--- config.mk ---
export PLATFORM = sky130hd
export DESIGN_NAME = serial_add_seq
export DESIGN_NICKNAME = d
export VERILOG_FILES = /design/src/rtl/serial_add_pkg.sv /design/src/rtl/fa_cell.sv /design/src/rtl/halfadder.sv /design/src/rtl/serial_add_seq.sv
export SDC_FILE = /design/constraint.sdc
export NUM_CORES = 1
export LEC_CHECK = 0
export ABC_AREA = 1
export CAP_MARGIN = 40
export CORE_UTILIZATION = 54
export CTS_BUF_LIST = sky130_fd_sc_hd__clkbuf_8
export DETAILED_ROUTE_END_ITERATION = 6
export GPL_ROUTABILITY_DRIVEN = 0
export GPL_TIMING_DRIVEN = 0
export HOLD_SLACK_MARGIN = 0.1
export MAX_ROUTING_LAYER = met4
export PLACE_DENSITY = 0.81
export SETUP_SLACK_MARGIN = 0.3
export SLEW_MARGIN = 5
export SYNTH_ARGS = -nofsm -noshare
export SYNTH_HDL_FRONTEND = slang
export SYNTH_HIERARCHICAL = 1
export SYNTH_SLANG_ARGS = --single-unit
--- constraint.sdc ---
create_clock -name clk -period 1.9 [get_ports clk]
set_clock_uncertainty 0.2 [all_clocks]
set_input_delay 0.38 -clock clk [delete_from_list [all_inputs] [get_ports clk]]
set_output_delay 0.38 -clock clk [all_outputs]
set_load 0.03 [all_outputs]
--- src/rtl/serial_add_pkg.sv ---
// Shared types for the bit-serial adder: controller states and counter sizing.
package serial_add_pkg;

  typedef enum logic [1:0] {
    IDLE = 2'd0,
    RUN  = 2'd1,
    DONE = 2'd2
  } state_t;

  // Bit counter must be at least one bit wide, even for a 1-bit adder.
  function automatic int cnt_width(input int w);
    return (w > 1) ? $clog2(w) : 1;
  endfunction

endpackage

--- src/rtl/fa_cell.sv ---
// One-bit full adder from two half adders and an OR; combinational, zero latency.
module fa_cell (
  input  logic a,
  input  logic b,
  input  logic cin,
  output logic s,
  output logic cout
);
  logic w_s0, w_c0, w_c1;

  halfadder u_ha0 (.a(a),    .b(b),   .s(w_s0), .c(w_c0));
  halfadder u_ha1 (.a(w_s0), .b(cin), .s(s),    .c(w_c1));

  assign cout = w_c0 | w_c1;
endmodule

--- src/rtl/halfadder.sv ---
// Half adder: s = a ^ b, c = a & b. Pure combinational, no state, no stall.
module halfadder (
  input  logic a,
  input  logic b,
  output logic s,
  output logic c
);
  assign s = a ^ b;
  assign c = a & b;
endmodule

--- src/rtl/serial_add_seq.sv ---
// Bit-serial adder: one fa_cell reused over WIDTH cycles, start->done latency WIDTH+1.
// No backpressure: start is sampled only in IDLE and ignored while busy or done.
module serial_add_seq #(
  parameter int WIDTH = 8
) (
  input  logic             clk,
  input  logic             rst,
  input  logic             start,
  input  logic [WIDTH-1:0] a,
  input  logic [WIDTH-1:0] b,
  output logic             busy,
  output logic             done,
  output logic [WIDTH-1:0] sum,
  output logic             cout
);
  import serial_add_pkg::*;

  localparam int            CW   = cnt_width(WIDTH);
  localparam logic [CW-1:0] LAST = CW'(WIDTH - 1);

  state_t           r_state;
  logic [WIDTH-1:0] r_sa, r_sb, r_acc, r_sum;
  logic [CW-1:0]    r_cnt;
  logic             r_carry, r_cout, r_busy, r_done;

  logic             w_s, w_c;
  logic [WIDTH-1:0] w_acc_next;

  fa_cell u_fa (
    .a    (r_sa[0]),
    .b    (r_sb[0]),
    .cin  (r_carry),
    .s    (w_s),
    .cout (w_c)
  );

  // New sum bit enters at the MSB so that after WIDTH shifts bit 0 lands at position 0.
  generate
    if (WIDTH == 1) begin : g_acc_w1
      assign w_acc_next = w_s;
    end else begin : g_acc_wn
      assign w_acc_next = {w_s, r_acc[WIDTH-1:1]};
    end
  endgenerate

  always_ff @(posedge clk) begin
    if (rst) begin
      r_state <= IDLE;
      r_sa    <= '0;
      r_sb    <= '0;
      r_acc   <= '0;
      r_sum   <= '0;
      r_cnt   <= '0;
      r_carry <= 1'b0;
      r_cout  <= 1'b0;
      r_busy  <= 1'b0;
      r_done  <= 1'b0;
    end else begin
      r_done <= 1'b0;
      case (r_state)
        IDLE: begin
          if (start) begin
            r_sa    <= a;
            r_sb    <= b;
            r_acc   <= '0;
            r_cnt   <= '0;
            r_carry <= 1'b0;
            r_busy  <= 1'b1;
            r_state <= RUN;
          end
        end
        RUN: begin
          r_sa    <= r_sa >> 1;
          r_sb    <= r_sb >> 1;
          r_acc   <= w_acc_next;
          r_carry <= w_c;
          r_cnt   <= r_cnt + 1'b1;
          // Results are published only on the final bit, never partially.
          if (r_cnt == LAST) begin
            r_sum   <= w_acc_next;
            r_cout  <= w_c;
            r_busy  <= 1'b0;
            r_done  <= 1'b1;
            r_state <= DONE;
          end
        end
        DONE: begin
          r_state <= IDLE;
        end
        default: begin
          r_state <= IDLE;
        end
      endcase
    end
  end

  assign busy = r_busy;
  assign done = r_done;
  assign sum  = r_sum;
  assign cout = r_cout;

endmodule

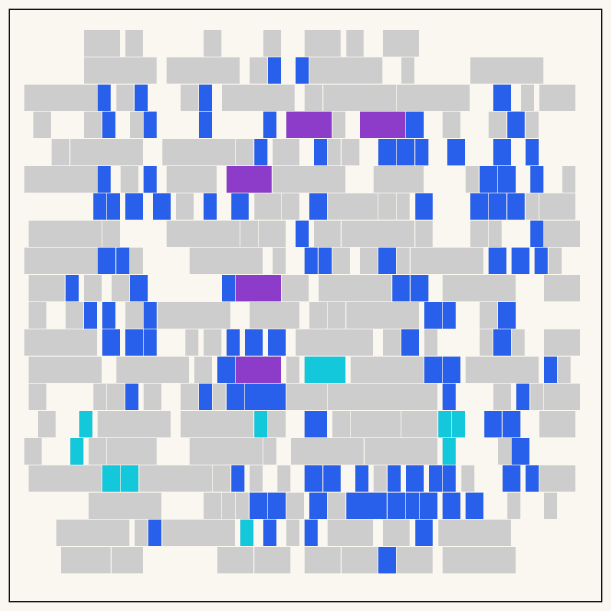
Run 1: gate-type map
(10 px per micron)
adder and majority cells: in purple, cells 5. NOR gates: in cyan, cells 10. NAND gates: in blue, cells 103, where spread over the die.

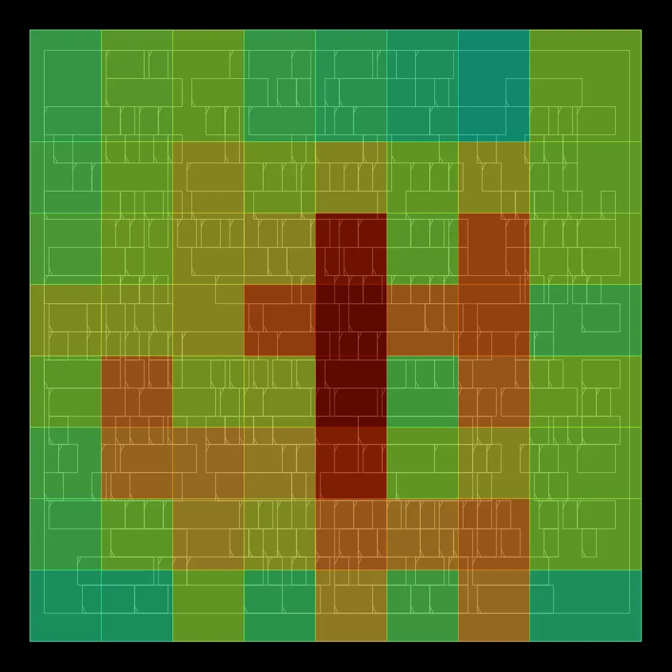
Run 1: congestion heat map
met3 layer usage reported by global route: 5.24%
total routing usage reported by global routing: 25.9%
most congested layer reported by global routing: met2

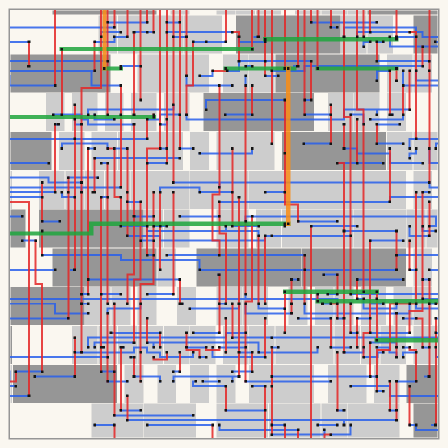
Run 1: a small window of the routed layout
Window x 15 to 45, y 3 to 33 microns. Cells in grey, sequential cells in the stronger grey; small squares are vias.
metal 3: in green. metal 1: in blue. metal 4: in orange. metal 2: in red.
92 logic cells have their middle in the window. Most frequent: nand3_1 (21), nand2_1 (13), dfxtp_1 (10). Sequential cells in the window: 11. Netlist names of flops here include `r_sa` (4), `r_sb` (3), `r_cnt` (2).

==> flow_summary_export.csv, run 1 <==
group,metric,value,unit
setup_path,critPathSlowestCell,"sky130_fd_sc_hd__clkdlybuf4s15_1",
logic_synthesis,synth_warnings,6,
logic_synthesis,syn_inst,241,
finish,num_antenna_cells,0,
setup_path,worst_ep_required_time,1.32,ns
setup_path,crit_path_max_fanout,2,
finish,number_of_nets_at_the_end_of_the_flow,302,
placed_design,place_worst_setup_slack,0.0196,ns
setup_path,critical_path_depth,1,
outcome,outcome,"finished clean",
sta,max_freq,641,MHz
power_and_ir_drop,power.ir.vdd_worst,0.690,mV
logic_synthesis,count_of_library_flops_with_an_enable_pin,0,
clock_network,clock_latency,0.29,ns
min_path,hold-path-cell-count,2,
setup_path,crit_path_end_kind,"primary output",
setup_path,path_delay_family,"buffers and inverters",
logic_synthesis,asyncSetResetFlopFracSynth,0,%
logic_synthesis,yosys.stat.chipArea,0.00176,sq mm
logic_synthesis,synth.yosys.seq_area_share,45.5,%
placed_design,port_buffers,28,
setup_path,worst_r2r_path_depth,7,
setup_path,setup.worst_path.class,"reg -> out",
floorplan,num_io_pins,30,
[run 1: state kept, by name, summed over array words and instances, names as in the netlist, 2 cells and up]
register and cells:
r_sa 8, sum 8, r_cnt 3, r_sb 8, r_acc 7, r_state 2
[run 1: layout by cell type, fill, tap and decap left out, drive strengths merged]
| master | count |
|---|---|
| nor3 | 2 |
| a21oi | 34 |
| ha | 5 |
| nand2 | 51 |
| nor2 | 8 |
| inv | 33 |
| clkbuf | 19 |
| clkdlybuf4s15 | 2 |
| o21ai | 2 |
| buf | 12 |
| bufinv | 1 |
| dlygate4sd2 | 1 |
| dfxtp | 40 |
| dlymetal6s2s | 1 |
| clkdlybuf4s50 | 16 |
| nand3 | 52 |
[run 1: worst reg2reg max path, delay by kind of cell, from the launching register on]
family          cells  cell delay [ns]
compound gates      1             0.12
flops               1             0.33
fa+ha+maj           2             0.44
buf+inv             2             0.23
simple gates        2             0.13
[run 1: logic make-up after synthesis]
family	Yosys count	synth area share [%]
flip-flops	40	45.5
buffers and inverters	47	11.7
AND/OR/NAND/NOR	113	29.1
adder cells (fa/ha/maj)	5	3.55
AND-OR/OR-AND	36	10.2
[run 1: worst max-delay path by stage]
stage | slack, ns | start | to
after floorplan | 0.49 | r_cnt[0]$_SDFFE_PP0P_ | busy$_SDFFE_PP0P_
after global placement | 0.02 | start | r_sa[2]$_SDFFE_PP0P_
after detailed placement | 0.02 | start | r_sa[2]$_SDFFE_PP0P_
after CTS | 0.27 | busy$_SDFFE_PP0P_ | busy
after global routing | 0.30 | r_cnt[0]$_SDFFE_PP0P_ | busy$_SDFFE_PP0P_
final | 0.34 | sum[1]$_SDFFE_PP0P_ | sum[1]
[run 1: layer usage]
| layer | vias up | part of all wire (%) | GRT usage, % |
|---|---|---|---|
| met1 | 755 | 46 | 30.9 |
| met3 | 4 | 4.7 | 5.24 |
| li1 | 850 | - | - |
| met4 | 0 | 0.88 | 7.14 |
| met2 | 45 | 49 | 44.3 |
| met5 | - | 0 | - |
[run 1: metrics by stage]
stage	util (%)	instance area [sq um]	total power, mW
finish	71.7	2210	1.87
detailed placement	68.1	2100	1.15
global placement	68.1	2100	1.14
global route	71.7	2210	1.94
CTS	72.5	2230	1.88
floorplan	-	1760	1.06
[run 1: final cells by class]
cell class | instances | share of cell area, %
tap | 44 | 2.50
multi-input combinational | 154 | 34.4
buffer | 14 | 3.74
clock buffer | 7 | 4.37
inverter | 33 | 5.62
timing repair buffer | 30 | 11.6
clock inverter | 1 | 1.36
sequential | 40 | 36.4
[run 1: what timing repair did]
item,CTS,global route
gates resized,14,20
pin swaps,1,0
endpoints found under the setup margin,22,24
buffers inserted,2,0
[run 1: where the power goes]
| group | internal, mW | switching (mW) |
|---|---|---|
| combinational | 0.102 | 0.132 |
| sequential | 0.874 | 0.0207 |
| clock | 0.463 | 0.277 |
==> run 2, diff against run 1 <==
==> constraint.sdc (replaced) <==
create_clock -name clk -period 1.6 [get_ports clk]
set_clock_uncertainty 0.2 [all_clocks]
set_input_delay 0.32 -clock clk [delete_from_list [all_inputs] [get_ports clk]]
set_output_delay 0.32 -clock clk [all_outputs]
set_load 0.03 [all_outputs]
==> run 2 against run 1 <==
Compared with the run above:
- register-to-register slack lost 0.21 ns
- combinational power grew 74%
- clock power down 4.7%
==> flow_summary_export.csv, run 2 <==
group,metric,value,unit
floorplan,num_io_pins,30,
min_path,hold-path-cell-count,2,
setup_path,crit_path_max_fanout,3,
setup_path,critPathSlowestCell,"sky130_fd_sc_hd__dfxtp_2",
logic_synthesis,yosys.stat.chipArea,0.00176,sq mm
logic_synthesis,count_of_library_flops_with_an_enable_pin,0,
global_route,globalRouteTotalUtil,27.5,%
placed_design,place_area,0.00213,sq mm
outcome,outcome,"finished clean",
finish,number_of_nets_at_the_end_of_the_flow,309,
logic_synthesis,synth_warnings,6,
placed_design,port_buffers,28,
setup_path,crit_path_start,"r_cnt[1]$_SDFFE_PP0P_",
setup_path,crit_path_end_kind,"flip-flop",
finish,final_core_utilization,85.0,%
sta,max_freq,697,MHz
setup_path,path_delay_family,"flip-flops",
finish,num_antenna_cells,0,
logic_synthesis,syn_inst,241,
setup_path,worst_r2r_path_depth,7,
finish,design_area,0.00262,sq mm
finish,lay_top_cells,"42 x sky130_fd_sc_hd__nand2_1, 42 x sky130_fd_sc_hd__nand3_1, 29 x sky130_fd_sc_hd__inv_1",
[run 2: worst min path at each step]
stage | slack [ns] | end | startpoint
CTS | 0.12 | sum[3]$_SDFFE_PP0P_ | rst
detailed placement | 0.25 | r_cnt[0]$_SDFFE_PP0P_ | r_cnt[0]$_SDFFE_PP0P_
floorplan | 0.23 | r_cnt[0]$_SDFFE_PP0P_ | r_cnt[0]$_SDFFE_PP0P_
global route | 0.13 | sum[2]$_SDFFE_PP0P_ | rst
finish | 0.11 | sum[2]$_SDFFE_PP0P_ | rst
global placement | 0.25 | r_cnt[0]$_SDFFE_PP0P_ | r_cnt[0]$_SDFFE_PP0P_
[run 2: logic make-up (layout without fill, tap and decap cells)]
| logic type | after synthesis | count (layout) | synth area share (%) |
|---|---|---|---|
| adder cells (fa/ha/maj) | 5 | 5 | 3.55 |
| flip-flops | 40 | 40 | 45.5 |
| AND-OR/OR-AND | 36 | 36 | 10.2 |
| AND/OR/NAND/NOR | 113 | 113 | 29.1 |
| buffers and inverters | 47 | 92 | 11.7 |
[run 2: what timing repair did]
item                                    CTS  global route
gates cloned                              0             3
endpoints found under the setup margin   48            43
pin swaps                                10            15
setup buffers                             5             1
endpoints found under the hold margin     0             0
gates resized                            99            57
[run 2: per-layer routing]
layer  share of wire (%)  track usage [%]  vias up  wire [microns]
met5                   0                -        -               0
met4                 2.7             13.3        0             135
met3                 6.4             5.02       20             324
met2                  48             44.0       75            2440
met1                  42             33.6      849            2150
li1                    -                -      872               -
[run 2: final cells by class]
class,instances,area (sq um),area share [%]
Tap cell,44,55.1,2.10
Multi-Input combinational cell,154,947,36.2
Inverter,33,134,5.12
Clock buffer,6,82.6,3.16
Sequential cell,40,822,31.4
Clock inverter,2,11.3,0.430
Timing Repair Buffer,37,432,16.5
Buffer,14,133,5.07
[run 2: stage by stage]
step	hold WS, ns	TNS [ns]
6_report	0.115	0
5_1_grt	0.131	0
4_1_cts	0.123	0
3_5_place_dp	0.248	-3.56
3_3_place_gp	0.248	-3.59
2_1_floorplan	0.233	0
[run 2: power by group]
part	internal [mW]	switching, mW
Sequential	1.04	0.0343
Combinational	0.198	0.210
Clock	0.344	0.360
Total	1.58	0.605
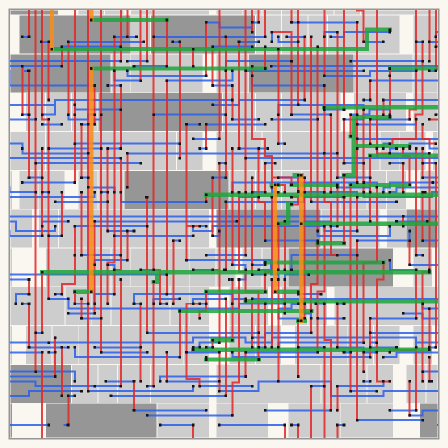
Run 2: a small window of the routed layout
Window x 15 to 45, y 3 to 33 microns. Cells in grey, sequential cells in the stronger grey; small squares are vias.

==> run 3, diff against run 2 <==
--- a/config.mk
+++ b/config.mk
@@ -7,14 +7,16 @@
 export LEC_CHECK = 0
 export ABC_AREA = 1
 export CAP_MARGIN = 40
-export CORE_UTILIZATION = 54
+export CORE_UTILIZATION = 58
 export CTS_BUF_LIST = sky130_fd_sc_hd__clkbuf_8
+export CTS_CLUSTER_DIAMETER = 50
 export DETAILED_ROUTE_END_ITERATION = 6
 export GPL_ROUTABILITY_DRIVEN = 0
 export GPL_TIMING_DRIVEN = 0
 export HOLD_SLACK_MARGIN = 0.1
 export MAX_ROUTING_LAYER = met4
-export PLACE_DENSITY = 0.81
+export PLACE_DENSITY = 0.86
+export REMOVE_ABC_BUFFERS = 1
 export SETUP_SLACK_MARGIN = 0.3
 export SLEW_MARGIN = 5
 export SYNTH_ARGS = -nofsm -noshare
==> constraint.sdc (replaced) <==
create_clock -name clk -period 1.9 [get_ports clk]
set_clock_uncertainty 0.2 [all_clocks]
set_input_delay 0.38 -clock clk [delete_from_list [all_inputs] [get_ports clk]]
set_output_delay 0.38 -clock clk [all_outputs]
set_load 0.03 [all_outputs]
==> run 3 against run 2 <==
Compared with the run above:
- non-clock buffer count fell by 18
- sequential power down about 20%
- combinational power down 49%
- global-route usage shrank 2.8 points
- clock power shrank 5.4%
- critical path type is now reg -> out
- largest power group unchanged
==> flow_summary_export.csv, run 3 <==
group,metric,value,unit
global_route,globalRouteTotalUtil,24.7,%
global_route,grt_antenna_before_repair,0,
finish,final_common_cell,"sky130_fd_sc_hd__nand3_1",
setup_path,timing.critical_path.cells,"clkdlybuf4s15_1",
global_route,maximum_number_of_pins_on_one_net_before_global_route_repair,42,
finish,final_core_utilization,77.0,%
finish,design_area,0.00216,sq mm
placed_design,place_area,0.00202,sq mm
setup_path,crit_path_max_fanout,2,
setup_path,crit_path_end_kind,"primary output",
power_and_ir_drop,power.ir.vdd_worst,0.940,mV
clock_network,clkTransAtPathRegs,0.08,ns
floorplan,die_height,57.1,microns
logic_synthesis,synthMostInstantiatedCell,"sky130_fd_sc_hd__nand3_1",
setup_path,critPathSlowestCell,"sky130_fd_sc_hd__clkdlybuf4s15_1",
routing,postRouteWirelength,3640,microns
floorplan,num_io_pins,30,
sta,rsz_0062_raised_after_global_routing,"true",
finish,num_antenna_cells,0,
setup_path,worst_ep_required_time,1.32,ns
finish,number_of_nets_at_the_end_of_the_flow,292,
clock_network,max-clock-path-buffers,2,
outcome,outcome,"finished clean",
placed_design,port_buffers,29,
logic_synthesis,syn_inst,241,
clock_network,clock_latency,0.29,ns
finish,layout-drive-gt1-share,12.6,%
logic_synthesis,yosys.stat.chipArea,0.00176,sq mm
logic_synthesis,count_of_library_flops_with_an_enable_pin,0,
logic_synthesis,synth_warnings,6,
finish,lay_top_cells,"52 x sky130_fd_sc_hd__nand3_1, 48 x sky130_fd_sc_hd__nand2_1, 37 x sky130_fd_sc_hd__dfxtp_1",
setup_path,setup.worst_path.class,"reg -> out",
setup_path,path_delay_family,"buffers and inverters",
logic_synthesis,asyncSetResetFlopFracSynth,0,%
[run 3: cell counts after synthesis]
Identical to the previous run, type by type.
[run 3: path summary, 6_finish.rpt]
| check | startpoint | end | slack, ns | cells past startpoint |
|---|---|---|---|---|
| setup reg to reg | r_cnt[0]$_SDFFE_PP0P_ | sum[2]$_SDFFE_PP0P_ | 0.37 | 7 |
| hold reg to reg | r_cnt[0]$_SDFFE_PP0P_ | r_cnt[0]$_SDFFE_PP0P_ | 0.24 | 1 |
| setup / recovery | sum[2]$_SDFFE_PP0P_ | sum[2] | 0.34 | 1 |
| hold / removal | r_cnt[0]$_SDFFE_PP0P_ | r_cnt[0]$_SDFFE_PP0P_ | 0.24 | 1 |
[run 3: per-layer routing]
layer | up-vias | GRT usage [%] | part of all wire (%)
li1 | 833 | - | -
met1 | 714 | 27.5 | 46
met2 | 30 | 41.2 | 49
met3 | 6 | 8.62 | 3.7
met4 | 0 | 8.71 | 1.1
met5 | - | - | 0
[run 3: power by group]
group	switching (mW)	total [mW]	internal, mW
Sequential	0.0279	0.902	0.874
Combinational	0.120	0.210	0.0904
Clock	0.283	0.667	0.384
Total	0.430	1.78	1.35
[run 3: metrics by stage]
step	std cells	setup TNS (ns)	hold WS [ns]	setup WS (ns)	power [mW]
5_1_grt	300	0	0.257	0.272	1.87
2_1_floorplan	227	0	0.235	0.298	1.04
3_3_place_gp	287	-12.39	0.249	-0.607	1.12
3_5_place_dp	288	-7.29	0.251	-0.365	1.12
6_report	300	0	0.244	0.342	1.78
4_1_cts	299	0	0.263	0.301	1.79
[run 3: area by class of cell]
type | count | area (sq um) | area share [%]
timing repair buffer | 33 | 283 | 13.1
tap | 31 | 38.8 | 1.80
clock inverter | 3 | 38.8 | 1.80
clock buffer | 5 | 68.8 | 3.18
inverter | 33 | 129 | 5.96
multi-input combinational | 155 | 796 | 36.8
sequential | 40 | 807 | 37.3
[run 3: worst register-to-register path, delay by kind of cell, from the launching register on]
kind	cells	cell delay, ns
AND/OR/NAND/NOR	2	0.26
buffers and inverters	2	0.19
AND-OR/OR-AND	1	0.05
flip-flops	1	0.35
adder cells (fa/ha/maj)	2	0.33
[run 3: kinds of logic (layout without fill, tap and decap cells)]
kind of cell | Yosys count | in the layout | share of synthesized area, %
flops | 40 | 40 | 45.5
buf+inv | 47 | 74 | 11.7
compound gates | 36 | 36 | 10.2
fa+ha+maj | 5 | 5 | 3.55
simple gates | 113 | 114 | 29.1
[run 3: what timing repair did]
action | 4_1_cts | 5_1_grt
gates resized | 27 | 20
setup buffers | 3 | 0
endpoints found under the setup margin | 51 | 42
cloned | 0 | 1
pin swaps | 2 | 2
hold buffers | 0 | 0
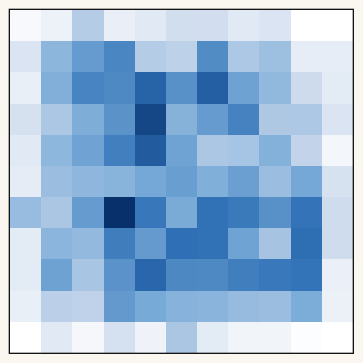
Run 3: signal metal coverage by tile
(6 px per micron) 11 x 11 tiles, from white (low) to dark blue (high), scaled to the fullest tile. Values are wire area over tile area, all layers added.
36% of the tiles are over half the peak. The densest ninth of the die: centre. The emptiest ninth of the die: upper right. The mean over all tiles is 0.18. 4.1% of the tiles are nearly empty. The fullest tile reaches 0.44.

Power figures rest on the tool's default switching activity, not on a simulated workload.
